## config.mk

```make
export PLATFORM = sky130hd
export DESIGN_NAME = icache_mem_arbiter
export DESIGN_NICKNAME = d
export VERILOG_FILES = /design/src/rtl/cpu_types_pkg.sv /design/src/rtl/rr_arbiter.sv /design/src/rtl/icache_mem_arbiter.sv
export SDC_FILE = /design/constraint.sdc
export NUM_CORES = 1
export LEC_CHECK = 0
export CAP_MARGIN = 20
export CORE_ASPECT_RATIO = 1.25
export CORE_MARGIN = 1.5
export CORE_UTILIZATION = 35
export CTS_BUF_LIST = sky130_fd_sc_hd__clkbuf_8
export CTS_CLUSTER_SIZE = 28
export DETAILED_ROUTE_END_ITERATION = 10
export PLACE_DENSITY_LB_ADDON = 0.08
export RECOVER_POWER = 100
export SYNTH_ARGS = -nofsm -noshare
export SYNTH_HDL_FRONTEND = slang
export SYNTH_HIERARCHICAL = 1
export SYNTH_SLANG_ARGS = --single-unit
```

## constraint.sdc

```tcl
create_clock -name CLK -period 2.04 [get_ports CLK]
set_input_delay 0.408 -clock CLK [delete_from_list [all_inputs] [get_ports CLK]]
set_output_delay 0.408 -clock CLK [all_outputs]
set_load 0.02 [all_outputs]
```

## src/rtl/cpu_types_pkg.sv

```systemverilog
// rtl/cpu_types_pkg.sv - shared CPU/memory types for the memory controller
package cpu_types_pkg;

    typedef logic [31:0] word_t;

    typedef enum logic [1:0] {
        FREE   = 2'd0,
        BUSY   = 2'd1,
        ACCESS = 2'd2,
        ERROR  = 2'd3
    } ramstate_t;

    typedef enum logic [1:0] {
        IDLE = 2'd0,
        REQ  = 2'd1,
        RESP = 2'd2
    } imarb_state_t;

endpackage

```

## src/rtl/rr_arbiter.sv

```systemverilog
// rtl/rr_arbiter.sv - combinational round-robin pick: first request at or after ptr, with wrap
module rr_arbiter #(
    parameter int N = 2,
    localparam int W = (N > 1) ? $clog2(N) : 1
) (
    input  logic [N-1:0] req,
    input  logic [W-1:0] ptr,
    output logic [W-1:0] gnt_idx,
    output logic         gnt_valid
);

    logic [W-1:0] cand;

    always_comb begin
        gnt_idx   = '0;
        gnt_valid = 1'b0;
        cand      = '0;
        for (int i = 0; i < N; i++) begin
            cand = W'((int'(ptr) + i) % N);
            if (!gnt_valid && req[cand]) begin
                gnt_valid = 1'b1;
                gnt_idx   = cand;
            end
        end
    end

endmodule

```

## src/rtl/icache_mem_arbiter.sv

```systemverilog
// rtl/icache_mem_arbiter.sv - round-robin icache refill responder on the shared RAM port
module icache_mem_arbiter
    import cpu_types_pkg::*;
#(
    parameter int CPUS    = 2,
    parameter int TIMEOUT = 15
) (
    input  logic                  CLK,
    input  logic                  RST,
    input  logic [CPUS-1:0]       iREN,
    input  word_t [CPUS-1:0]      iaddr,
    output logic [CPUS-1:0]       iwait,
    output word_t [CPUS-1:0]      iload,
    input  logic                  dbusy,
    output logic                  ramREN,
    output word_t                 ramaddr,
    input  word_t                 ramload,
    input  ramstate_t             ramstate
);

    localparam int GW = (CPUS > 1) ? $clog2(CPUS) : 1;
    localparam int TW = (TIMEOUT > 0) ? $clog2(TIMEOUT + 1) : 1;

    imarb_state_t       state, state_d;
    logic [GW-1:0]      rr_ptr, grant, gnt_idx;
    logic               gnt_valid;
    word_t              addr_q;
    logic [TW-1:0]      tcnt;
    logic [CPUS-1:0]    iwait_q, iwait_d;
    word_t [CPUS-1:0]   iload_q;
    logic               ramren_q, ramren_d;

    rr_arbiter #(.N(CPUS)) u_rr (
        .req       (iREN),
        .ptr       (rr_ptr),
        .gnt_idx   (gnt_idx),
        .gnt_valid (gnt_valid)
    );

    always_ff @(posedge CLK) begin
        if (RST) begin
            state    <= IDLE;
            rr_ptr   <= '0;
            grant    <= '0;
            addr_q   <= '0;
            tcnt     <= '0;
            iwait_q  <= '1;
            iload_q  <= '0;
            ramren_q <= 1'b0;
        end else begin
            state    <= state_d;
            iwait_q  <= iwait_d;
            ramren_q <= ramren_d;
            case (state)
                IDLE: begin
                    if (state_d == REQ) begin
                        grant  <= gnt_idx;
                        addr_q <= iaddr[gnt_idx] & ~32'h3;
                        tcnt   <= '0;
                    end
                end
                REQ: begin
                    if (state_d == RESP) begin
                        iload_q[grant] <= ramload;
                    end else if (state_d == REQ && tcnt != TW'(TIMEOUT)) begin
                        tcnt <= tcnt + TW'(1);
                    end
                end
                RESP: begin
                    rr_ptr <= (grant == GW'(CPUS - 1)) ? '0 : grant + GW'(1);
                end
                default: ;
            endcase
        end
    end

    // An abandoned request (pc reset, RAM error, timeout) leaves rr_ptr alone so the port can win again.
    always_comb begin
        state_d = state;
        case (state)
            IDLE: begin
                if (!dbusy && gnt_valid) state_d = REQ;
            end
            REQ: begin
                if (!iREN[grant])                                  state_d = IDLE;
                else if (ramstate == ACCESS)                       state_d = RESP;
                else if (ramstate == ERROR || tcnt == TW'(TIMEOUT)) state_d = IDLE;
            end
            RESP:    state_d = IDLE;
            default: state_d = IDLE;
        endcase
    end

    // Next values of the registered outputs, so every port is driven straight from a flop.
    always_comb begin
        ramren_d = (state_d == REQ);
        iwait_d  = '1;
        if (state_d == RESP) iwait_d[grant] = 1'b0;
    end

    assign ramREN  = ramren_q;
    assign ramaddr = addr_q;
    assign iwait   = iwait_q;
    assign iload   = iload_q;

endmodule

```

==> results.toml <==
# yosys + openroad results
[global_routing]
grt_overflow = 0

[detailed_routing]
drc_errors = 12
postRouteAntennaNets = 0

[logic_synthesis]
ys_seq_share_pct = 52.30
ys_area_um2 = 4019
synthAdderAreaFrac_pct = 0.3113
ys_sh_mux_pct = 8.344
avgSynthCellArea_um2 = 8.551
yosys.area_share.simple_pct = 19.18
yosysUniqueCellTypes = 34

[clocking]
cts_tree = "built"
numCtsBuffers = 9
path_clk_slew_ns = 0.10

[placement]
place_ws_ns = -0.09193
place_inst = 786
dpl.hpwl_um = 8104

[timing]
fin_ws_ns = 0.2219
fin_hold_ws_ns = 0.4545

[setup_path]
critPathCapture = "iload[12]"
critPathBufInv = 1
path_cells = "dlygate4sd3_1"

[run_status]
status = "finished, violations left"
violations = "DRC"

[job]
max_cap_violations = 0

[final_layout]
antennaDiodeCount = 0

[worst_hold_path]
min_to = "iload[40]"
-- state kept, by name (all words and copies together) (netlist names) --
name,flops
grant,1
iload,64
iwait,2
ramREN,1
ramaddr,30
rr_ptr,1
state,2
tcnt,4
-- stage by stage --
stage | utilization (%) | setup TNS [ns] | power, uW
after floorplan | - | 0 | 2486
after global placement | 55.81 | -1.176 | 2880
after detailed placement | 55.81 | -1.760 | 2891
after CTS | 57.34 | 0 | 4045
after global routing | 57.06 | 0 | 4135
final | 57.06 | 0 | 3951
-- per-layer routing --
metal,global-route usage [%],vias up,part of all wire [%]
met3,4.897,15,8.3
met4,7.500,0,1.7
met1,19.28,1742,40
met5,0,-,0
li1,-,1959,-
met2,31.03,140,50
-- area by class of cell --
class	count	area, um2	area share, %
clock buffers	9	123.9	1.949
clock inverters	7	46.29	0.7285
inverters	2	7.507	0.1181
multi-input cells	324	1740	27.39
flip-flops and latches	105	2102	33.08
well taps	135	168.9	2.658
repair buffers	220	2166	34.08
-- cells in the mapped netlist, types with 2 or more instances --
| library cell | count | area [um2] |
|---|---|---|
| nor2b_1 | 4 | 25.02 |
| nand2b_1 | 2 | 12.51 |
| nand2_1 | 129 | 484.2 |
| clkbuf_2 | 2 | 10.01 |
| nand3_1 | 2 | 10.01 |
| buf_4 | 3 | 22.52 |
| a31oi_1 | 2 | 12.51 |
| a21oi_1 | 66 | 330.3 |
| nor2_1 | 34 | 127.6 |
| o21ai_0 | 2 | 10.01 |
| buf_1 | 3 | 11.26 |
| mux2i_1 | 32 | 320.3 |
| and4_1 | 2 | 17.52 |
| nor3_1 | 2 | 10.01 |
| clkbuf_1 | 19 | 71.32 |
| nand4_1 | 2 | 12.51 |
| dfxtp_1 | 105 | 2102 |
| a211oi_1 | 30 | 225.2 |
| buf_2 | 13 | 65.06 |
| inv_1 | 2 | 7.510 |
class_map.png
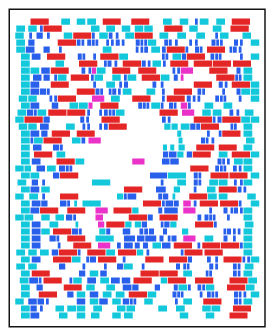
| colour | class | cells | share of their area |
|---|---|---|---|
| blue | remaining logic cells | 326 | 28% |
| red | registers | 105 | 34% |
| magenta | clock drivers and dummy loads | 16 | 2.8% |
| cyan | remaining buffers and delay cells | 220 | 35% |

congestion_map.png
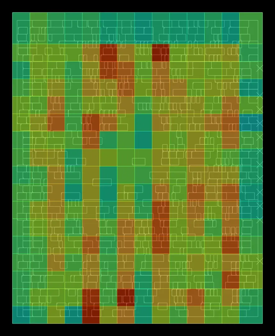
Tot GR Track Use: 17.38%
drt wl/cell: 13.47 um
met1 Track Usage GR: 19.28%

clock_wires.png
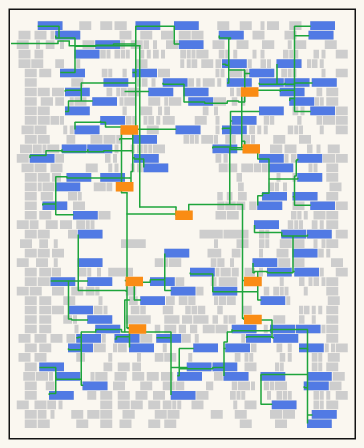
[orange] clock-net drivers | count: 9
[blue] flip-flops | count: 105
[green] clock wires | length: 1,200 um
flops lie: spread over the die
routed clock nets: 10

layers.png
Only two layers are drawn.
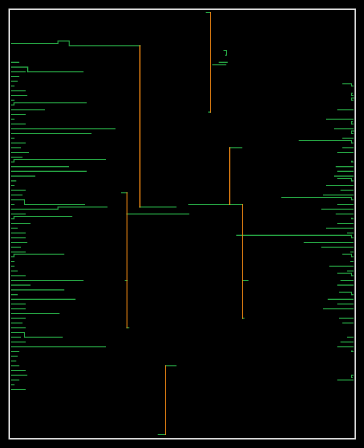
| colour | layer | wire length |
|---|---|---|
| orange | M4 | 182 um |
| green | M3 | 897 um |

Power and IR drop assume default switching activity.
